<file path="src/rtl/subword_store_seq.sv">
//------------------------------------------------------------------------------
// subword_store_seq
//
// Store sequencer that turns a pipeline store (sb/sh/sw/sd) into memory word
// commands. A store that covers a whole memory word becomes a single write.
// A narrower store becomes a read-modify-write:
//    1. read the aligned word
//    2. replace the addressed byte lanes with the store data
//    3. write the merged word back
//
// Parameters
//    DATA_W     memory word width in bits (32 or 64)
//    ADDR_W     byte-address width
//
// Ports
//    clk, rst                    clock; asynchronous active-high reset
//    st_valid / st_ready         store request handshake (ready only when idle)
//    st_addr, st_data, st_funct3 byte address, rs2 value, store size encoding
//                                (000 sb, 001 sh, 010 sw, 011 sd)
//    st_done                     one-cycle pulse when the store has retired
//    st_err                      one-cycle pulse when the store was rejected
//                                (no memory access was made)
//    mem_req, mem_we             memory command valid / write enable
//    mem_addr, mem_wdata         word-aligned address and write data
//    mem_gnt                     command accepted this cycle
//    mem_rvalid, mem_rdata       read response (only looked at in RD_WAIT)
//
// Build option
//    STORE_MISALIGN_CHECK_EN     when defined, a store that is not naturally
//                                aligned to its own size is rejected with
//                                st_err. When undefined, the low address bits
//                                below the access size are dropped and the
//                                store proceeds.
//------------------------------------------------------------------------------
module subword_store_seq #(
   parameter int DATA_W = 32,
   parameter int ADDR_W = 32
) (
   input  logic              clk,
   input  logic              rst,
   input  logic              st_valid,
   output logic              st_ready,
   input  logic [ADDR_W-1:0] st_addr,
   input  logic [DATA_W-1:0] st_data,
   input  logic [2:0]        st_funct3,
   output logic              st_done,
   output logic              st_err,
   output logic              mem_req,
   output logic              mem_we,
   output logic [ADDR_W-1:0] mem_addr,
   output logic [DATA_W-1:0] mem_wdata,
   input  logic              mem_gnt,
   input  logic              mem_rvalid,
   input  logic [DATA_W-1:0] mem_rdata
);

   localparam int BYTES  = DATA_W / 8;
   localparam int LANE_W = $clog2(BYTES);
   localparam bit IS_64  = (DATA_W == 64);

   localparam logic [2:0] S_IDLE    = 3'd0;
   localparam logic [2:0] S_RD_REQ  = 3'd1;
   localparam logic [2:0] S_RD_WAIT = 3'd2;
   localparam logic [2:0] S_WR_REQ  = 3'd3;
   localparam logic [2:0] S_DONE    = 3'd4;
   localparam logic [2:0] S_ERR     = 3'd5;

   logic [2:0]        state_q,  state_d;
   logic [ADDR_W-1:0] addr_q,   addr_d;
   logic [DATA_W-1:0] data_q,   data_d;
   logic [2:0]        funct3_q, funct3_d;
   // Word presented on mem_wdata in WR_REQ: either the raw store data
   // (full-width store) or the merged read-modify-write result.
   logic [DATA_W-1:0] wdata_q,  wdata_d;

   //---------------------------------------------------------------------------
   // Classification of the incoming request (only meaningful in IDLE)
   //---------------------------------------------------------------------------
   logic req_unsupported;
   logic req_full;
   logic req_misaligned;

   always_comb begin
      // funct3[2]=1 is not a store encoding; sd cannot be done on a 32-bit word.
      req_unsupported = st_funct3[2] || (!IS_64 && (st_funct3[1:0] == 2'b11));
      req_full        = !st_funct3[2] &&
                        (( IS_64 && (st_funct3[1:0] == 2'b11)) ||
                         (!IS_64 && (st_funct3[1:0] == 2'b10)));
      req_misaligned  = 1'b0;
`ifdef STORE_MISALIGN_CHECK_EN
      case (st_funct3[1:0])
         2'b01:   req_misaligned = st_addr[0];
         2'b10:   req_misaligned = |st_addr[1:0];
         2'b11:   req_misaligned = |st_addr[2:0];
         default: req_misaligned = 1'b0;
      endcase
`endif
   end

   //---------------------------------------------------------------------------
   // Byte-lane merge, driven entirely by the captured request
   //---------------------------------------------------------------------------
   logic [LANE_W-1:0] lane_raw;
   logic [LANE_W-1:0] lane_mask;
   logic [LANE_W-1:0] lane;
   logic [BYTES-1:0]  size_bmask;
   logic [BYTES-1:0]  lane_bmask;
   logic [DATA_W-1:0] bit_mask;
   logic [DATA_W-1:0] data_shifted;
   logic [DATA_W-1:0] merged_word;

   always_comb begin
      lane_raw = addr_q[LANE_W-1:0];
      // lane_mask drops the address bits below the access size, so a
      // misaligned store (check disabled) lands on its natural boundary.
      case (funct3_q)
         3'b000: begin
            lane_mask  = {LANE_W{1'b1}};
            size_bmask = BYTES'(1);
         end
         3'b001: begin
            lane_mask  = {LANE_W{1'b1}} << 1;
            size_bmask = BYTES'(3);
         end
         3'b010: begin
            lane_mask  = {LANE_W{1'b1}} << 2;
            size_bmask = BYTES'(15);
         end
         default: begin
            lane_mask  = {LANE_W{1'b1}} << 3;
            size_bmask = {BYTES{1'b1}};
         end
      endcase
      lane         = lane_raw & lane_mask;
      lane_bmask   = size_bmask << lane;
      // Store data always sits in the low bytes of rs2; move it to its lane.
      data_shifted = data_q << {lane, 3'b000};
   end

   // Expand the per-byte enable into a per-bit mask.
   generate
      for (genvar gi = 0; gi < BYTES; gi++) begin : g_bit_mask
         assign bit_mask[gi*8 +: 8] = {8{lane_bmask[gi]}};
      end
   endgenerate

   assign merged_word = (mem_rdata & ~bit_mask) | (data_shifted & bit_mask);

   //---------------------------------------------------------------------------
   // Sequencer
   //---------------------------------------------------------------------------
   always_comb begin
      state_d  = state_q;
      addr_d   = addr_q;
      data_d   = data_q;
      funct3_d = funct3_q;
      wdata_d  = wdata_q;

      case (state_q)
         S_IDLE: begin
            if (st_valid) begin
               addr_d   = st_addr;
               data_d   = st_data;
               funct3_d = st_funct3;
               if (req_unsupported || req_misaligned) begin
                  state_d = S_ERR;
               end else if (req_full) begin
                  wdata_d = st_data;
                  state_d = S_WR_REQ;
               end else begin
                  state_d = S_RD_REQ;
               end
            end
         end
         S_RD_REQ: begin
            if (mem_gnt) begin
               state_d = S_RD_WAIT;
            end
         end
         S_RD_WAIT: begin
            // The write can only be entered from here with the merged word
            // already registered, so a sub-word write never precedes its read.
            if (mem_rvalid) begin
               wdata_d = merged_word;
               state_d = S_WR_REQ;
            end
         end
         S_WR_REQ: begin
            if (mem_gnt) begin
               state_d = S_DONE;
            end
         end
         S_DONE:  state_d = S_IDLE;
         S_ERR:   state_d = S_IDLE;
         default: state_d = S_IDLE;
      endcase
   end

   always_ff @(posedge clk or posedge rst) begin
      if (rst) begin
         state_q  <= S_IDLE;
         addr_q   <= '0;
         data_q   <= '0;
         funct3_q <= '0;
         wdata_q  <= '0;
      end else begin
         state_q  <= state_d;
         addr_q   <= addr_d;
         data_q   <= data_d;
         funct3_q <= funct3_d;
         wdata_q  <= wdata_d;
      end
   end

   //---------------------------------------------------------------------------
   // Outputs (pure decode of the state and captured registers)
   //---------------------------------------------------------------------------
   logic in_cmd;

   assign in_cmd    = (state_q == S_RD_REQ) || (state_q == S_WR_REQ);
   assign st_ready  = (state_q == S_IDLE);
   assign st_done   = (state_q == S_DONE);
   assign st_err    = (state_q == S_ERR);
   assign mem_req   = in_cmd;
   assign mem_we    = (state_q == S_WR_REQ);
   assign mem_addr  = in_cmd ? {addr_q[ADDR_W-1:LANE_W], {LANE_W{1'b0}}} : '0;
   assign mem_wdata = (state_q == S_WR_REQ) ? wdata_q : '0;

endmodule

</file>
<file path="config.mk">
export PLATFORM = sky130hd
export DESIGN_NAME = subword_store_seq
export DESIGN_NICKNAME = d
export VERILOG_FILES = /design/src/rtl/subword_store_seq.sv
export SDC_FILE = /design/constraint.sdc
export NUM_CORES = 1
export LEC_CHECK = 0
export CELL_PAD_IN_SITES_DETAIL_PLACEMENT = 1
export CELL_PAD_IN_SITES_GLOBAL_PLACEMENT = 1
export CORE_MARGIN = 4
export CORE_UTILIZATION = 24
export CTS_CLUSTER_SIZE = 20
export DETAILED_ROUTE_END_ITERATION = 7
export GPL_TIMING_DRIVEN = 0
export HOLD_SLACK_MARGIN = 0.02
export PLACE_DENSITY_LB_ADDON = 0.15
export SYNTH_ARGS = -nofsm -noshare
export SYNTH_HDL_FRONTEND = slang
export SYNTH_SLANG_ARGS = --single-unit
</file>
<file path="constraint.sdc">
create_clock -name clk -period 3.1 [get_ports clk]
set_input_delay 0.62 -clock clk [delete_from_list [all_inputs] [get_ports clk]]
set_output_delay 0.62 -clock clk [all_outputs]
set_load 0.01 [all_outputs]
</file>
### Placement view

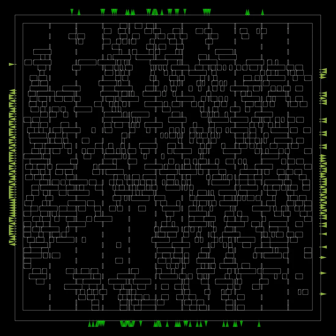
number of standard cells in the layout, taps in and fillers out: 998
flip-flop and latch count: 102
total number of tap cells: 285

==> results.txt <==
The synthesis and PnR run went through. The run finished with clean final reports. Core area landed at 22570 µm². Note, the detailed placer reported a final HPWL of 15720 µm.

Number of max-cap violations landed at 0. In this run the VDD rail shows a maximum IR drop of 0.0003764 V. The script extracted a total leakage power of 3.164 nW.

Vertical die dimension landed at 159.4 µm. Walking the worst path, the cells encountered are buf_6 -> nor2b_1 -> buf_2 -> buf_2 -> and3_1 -> clkdlybuf4s50_1. The final layout contains 812 nets. Warnings raised by the tools during the run amount to 26.

The timing report gives the clock slew at the launch and capture registers of the worst setup and hold paths as 70 ps. The placement summary gives the final routability congestion estimate as 0.7805. Number of instances in the placed design landed at 982. For reference, the top cells by area after synthesis are sky130_fd_sc_hd__dfrtp_1 46%, sky130_fd_sc_hd__mux2_2 14%, sky130_fd_sc_hd__and3_1 3.6%.

Per the final report, max-transition violations number 0. Largest clock skew in the final design landed at 10.93 ps. The number of buffers and inverters on the critical path is 4. For the final routed database, the setup TNS stands at 0 ps.

The timing report shows the most common cell along the critical path to be sky130_fd_sc_hd__buf_2. The slowest stage of the critical path belongs to the cell sky130_fd_sc_hd__clkdlybuf4s50_1. Summed over all nets, the switching power comes to 3.272 mW. The post-route netlist has 20.48% of its cells at a drive strength greater than 1. The tree is rooted in a sky130_fd_sc_hd__clkbuf_16.

Antenna cell count landed at 0. In this run the mean area of a mapped cell was 10.49 µm². The setup path with the least slack is of type reg2out. The final timing report derives a shortest allowable period of 3008 ps. Before placement the cells fill 24.36% of the core. The number of hold buffers added after CTS was 0. Maximum level of the CTS H-tree landed at 3. STA classifies the critical path endpoint as an output port. Yosys reported a register bit count of 102. Net switching is 40.35% of the power. Share of flip-flops with an asynchronous set or reset landed at 100.0%. Post-synth tally of flip-flops with integrated enable landed at 0. Number of I/O port buffers landed at 170. Per the OpenROAD floorplan log, the width of the die is 159.4 µm. Internal cell power landed at 4.838 mW. Setup repair after global routing left no endpoint under its margin. Clock network latency to the later pin of the worst-skew pair landed at 360 ps. Maximum buffer depth of the clock tree landed at 2.

In the final layout, the fill cell count is 2549. Yosys stat counts 524 cells in the synthesized netlist. Global routing used 16.35% of the available tracks. Power share of the clock group landed at 15.0%. Per the detail_route report, DRC violations left total 0. In the layout the commonest cells are 170 x sky130_fd_sc_hd__clkdlybuf4s50_1, 102 x sky130_fd_sc_hd__dfrtp_1, 66 x sky130_fd_sc_hd__mux2_2, 34 x sky130_fd_sc_hd__nand2_1, 32 x sky130_fd_sc_hd__and3_1. Post-layout utilization of the core landed at 35.09%.
### Clock distribution

Bar = 50 µm.
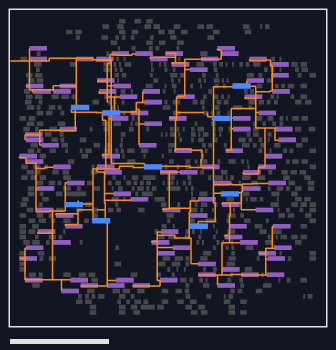
- blue: cells driving clock nets (count 9)
- orange: clock wires (length 1650 µm)
- purple: flip-flops (count 102)
- flops lie: widely spread

power by group through the flow:
| stage | clock network, mW | registers [mW] | logic [mW] |
|---|---|---|---|
| after global routing | 1.30 | 2.59 | 4.84 |
| final | 1.22 | 2.49 | 4.41 |
| after global placement | 0 | 2.48 | 4.35 |
| after CTS | 1.26 | 2.50 | 4.48 |
| after floorplan | 0 | 2.31 | 2.72 |
| after detailed placement | 0 | 2.52 | 4.45 |
state kept, by name, summed over array words and instances (netlist names):
register  count
addr_q       32
data_q       32
wdata_q      32
funct3_q      3
state_q       3
logic make-up after synthesis:
group                     after synthesis  synth area share, %
AOI/OAI and AO/OA                     109                14.41
DFF                                   102                46.43
other                                   1              0.06821
muxes                                  74                14.97
xor gates and xnor gates                1               0.1593
and+or+nand+nor                       187                19.23
buffers and inverters                  50                4.734
metrics by stage:
step                      cell area (µm²)  setup WS [ps]
after CTS                            7916          21.16
after global placement               7564          53.19
after global routing                 7921          9.390
final                                7921          92.08
after floorplan                      5505           1173
after detailed placement             7604          21.24
worst reg2reg max path, stage by stage (launching register included):
cell and delay (ps):
sky130_fd_sc_hd__dfrtp_1 430, sky130_fd_sc_hd__nand2b_1 200, sky130_fd_sc_hd__nor3_2 340, sky130_fd_sc_hd__buf_4 290, sky130_fd_sc_hd__buf_4 250, sky130_fd_sc_hd__mux2_2 360
Yosys cell counts (all sizes together), types with 2 or more instances:
master / instances
inv: 3
nand3b: 8
nor2b: 2
a21oi: 12
mux2: 66
or3: 16
o21ai: 36
nor2: 26
a31oi: 10
dfrtp: 102
nand2: 34
o22ai: 7
nand2b: 10
o2111ai: 8
a21boi: 7
clkbuf: 18
mux2i: 8
or3b: 2
nor3: 19
nor3b: 2
and2: 31
buf: 29
a211oi: 24
and3: 32
timing repair:
| action | CTS | global route |
|---|---|---|
| endpoints found under the setup margin | 60 | 47 |
| resized | 4 | 8 |
| gates cloned | 0 | 0 |
worst paths after layout:
check / start / endpoint / slack [ps] / cells past startpoint
hold reg to reg: wdata_q[27] / wdata_q[27] / 500 / 2
min in group asynchronous: rst / addr_q[23] / 700 / 2
max in group asynchronous: rst / addr_q[2] / 1500 / 4
setup / recovery: state_q[2] / mem_wdata[16] / 90 / 6
hold / removal: wdata_q[27] / wdata_q[27] / 500 / 2
setup reg to reg: state_q[1] / funct3_q[1] / 1130 / 5
per-layer routing:
layer  vias up  track usage, %  wire length, µm
li1       2244               -                -
met1      2400           21.42             9335
met2       141           26.31             9700
met3        16           5.488             1465
met4         0           3.708              249
met5         -               0                0
layout make-up:
type / instances / area [µm²] / area share (%)
well taps: 285 / 356.6 / 4.502
flip-flops and latches: 102 / 2552 / 32.22
clock inverters: 6 / 68.82 / 0.8687
multi-input cells: 373 / 2689 / 33.94
clock buffers: 10 / 239.0 / 3.017
inverters: 3 / 15.01 / 0.1895
repair buffers: 172 / 1742 / 21.99
plain buffers: 47 / 259.0 / 3.270
No activity file was given, so power comes from the tool's default toggle rates.
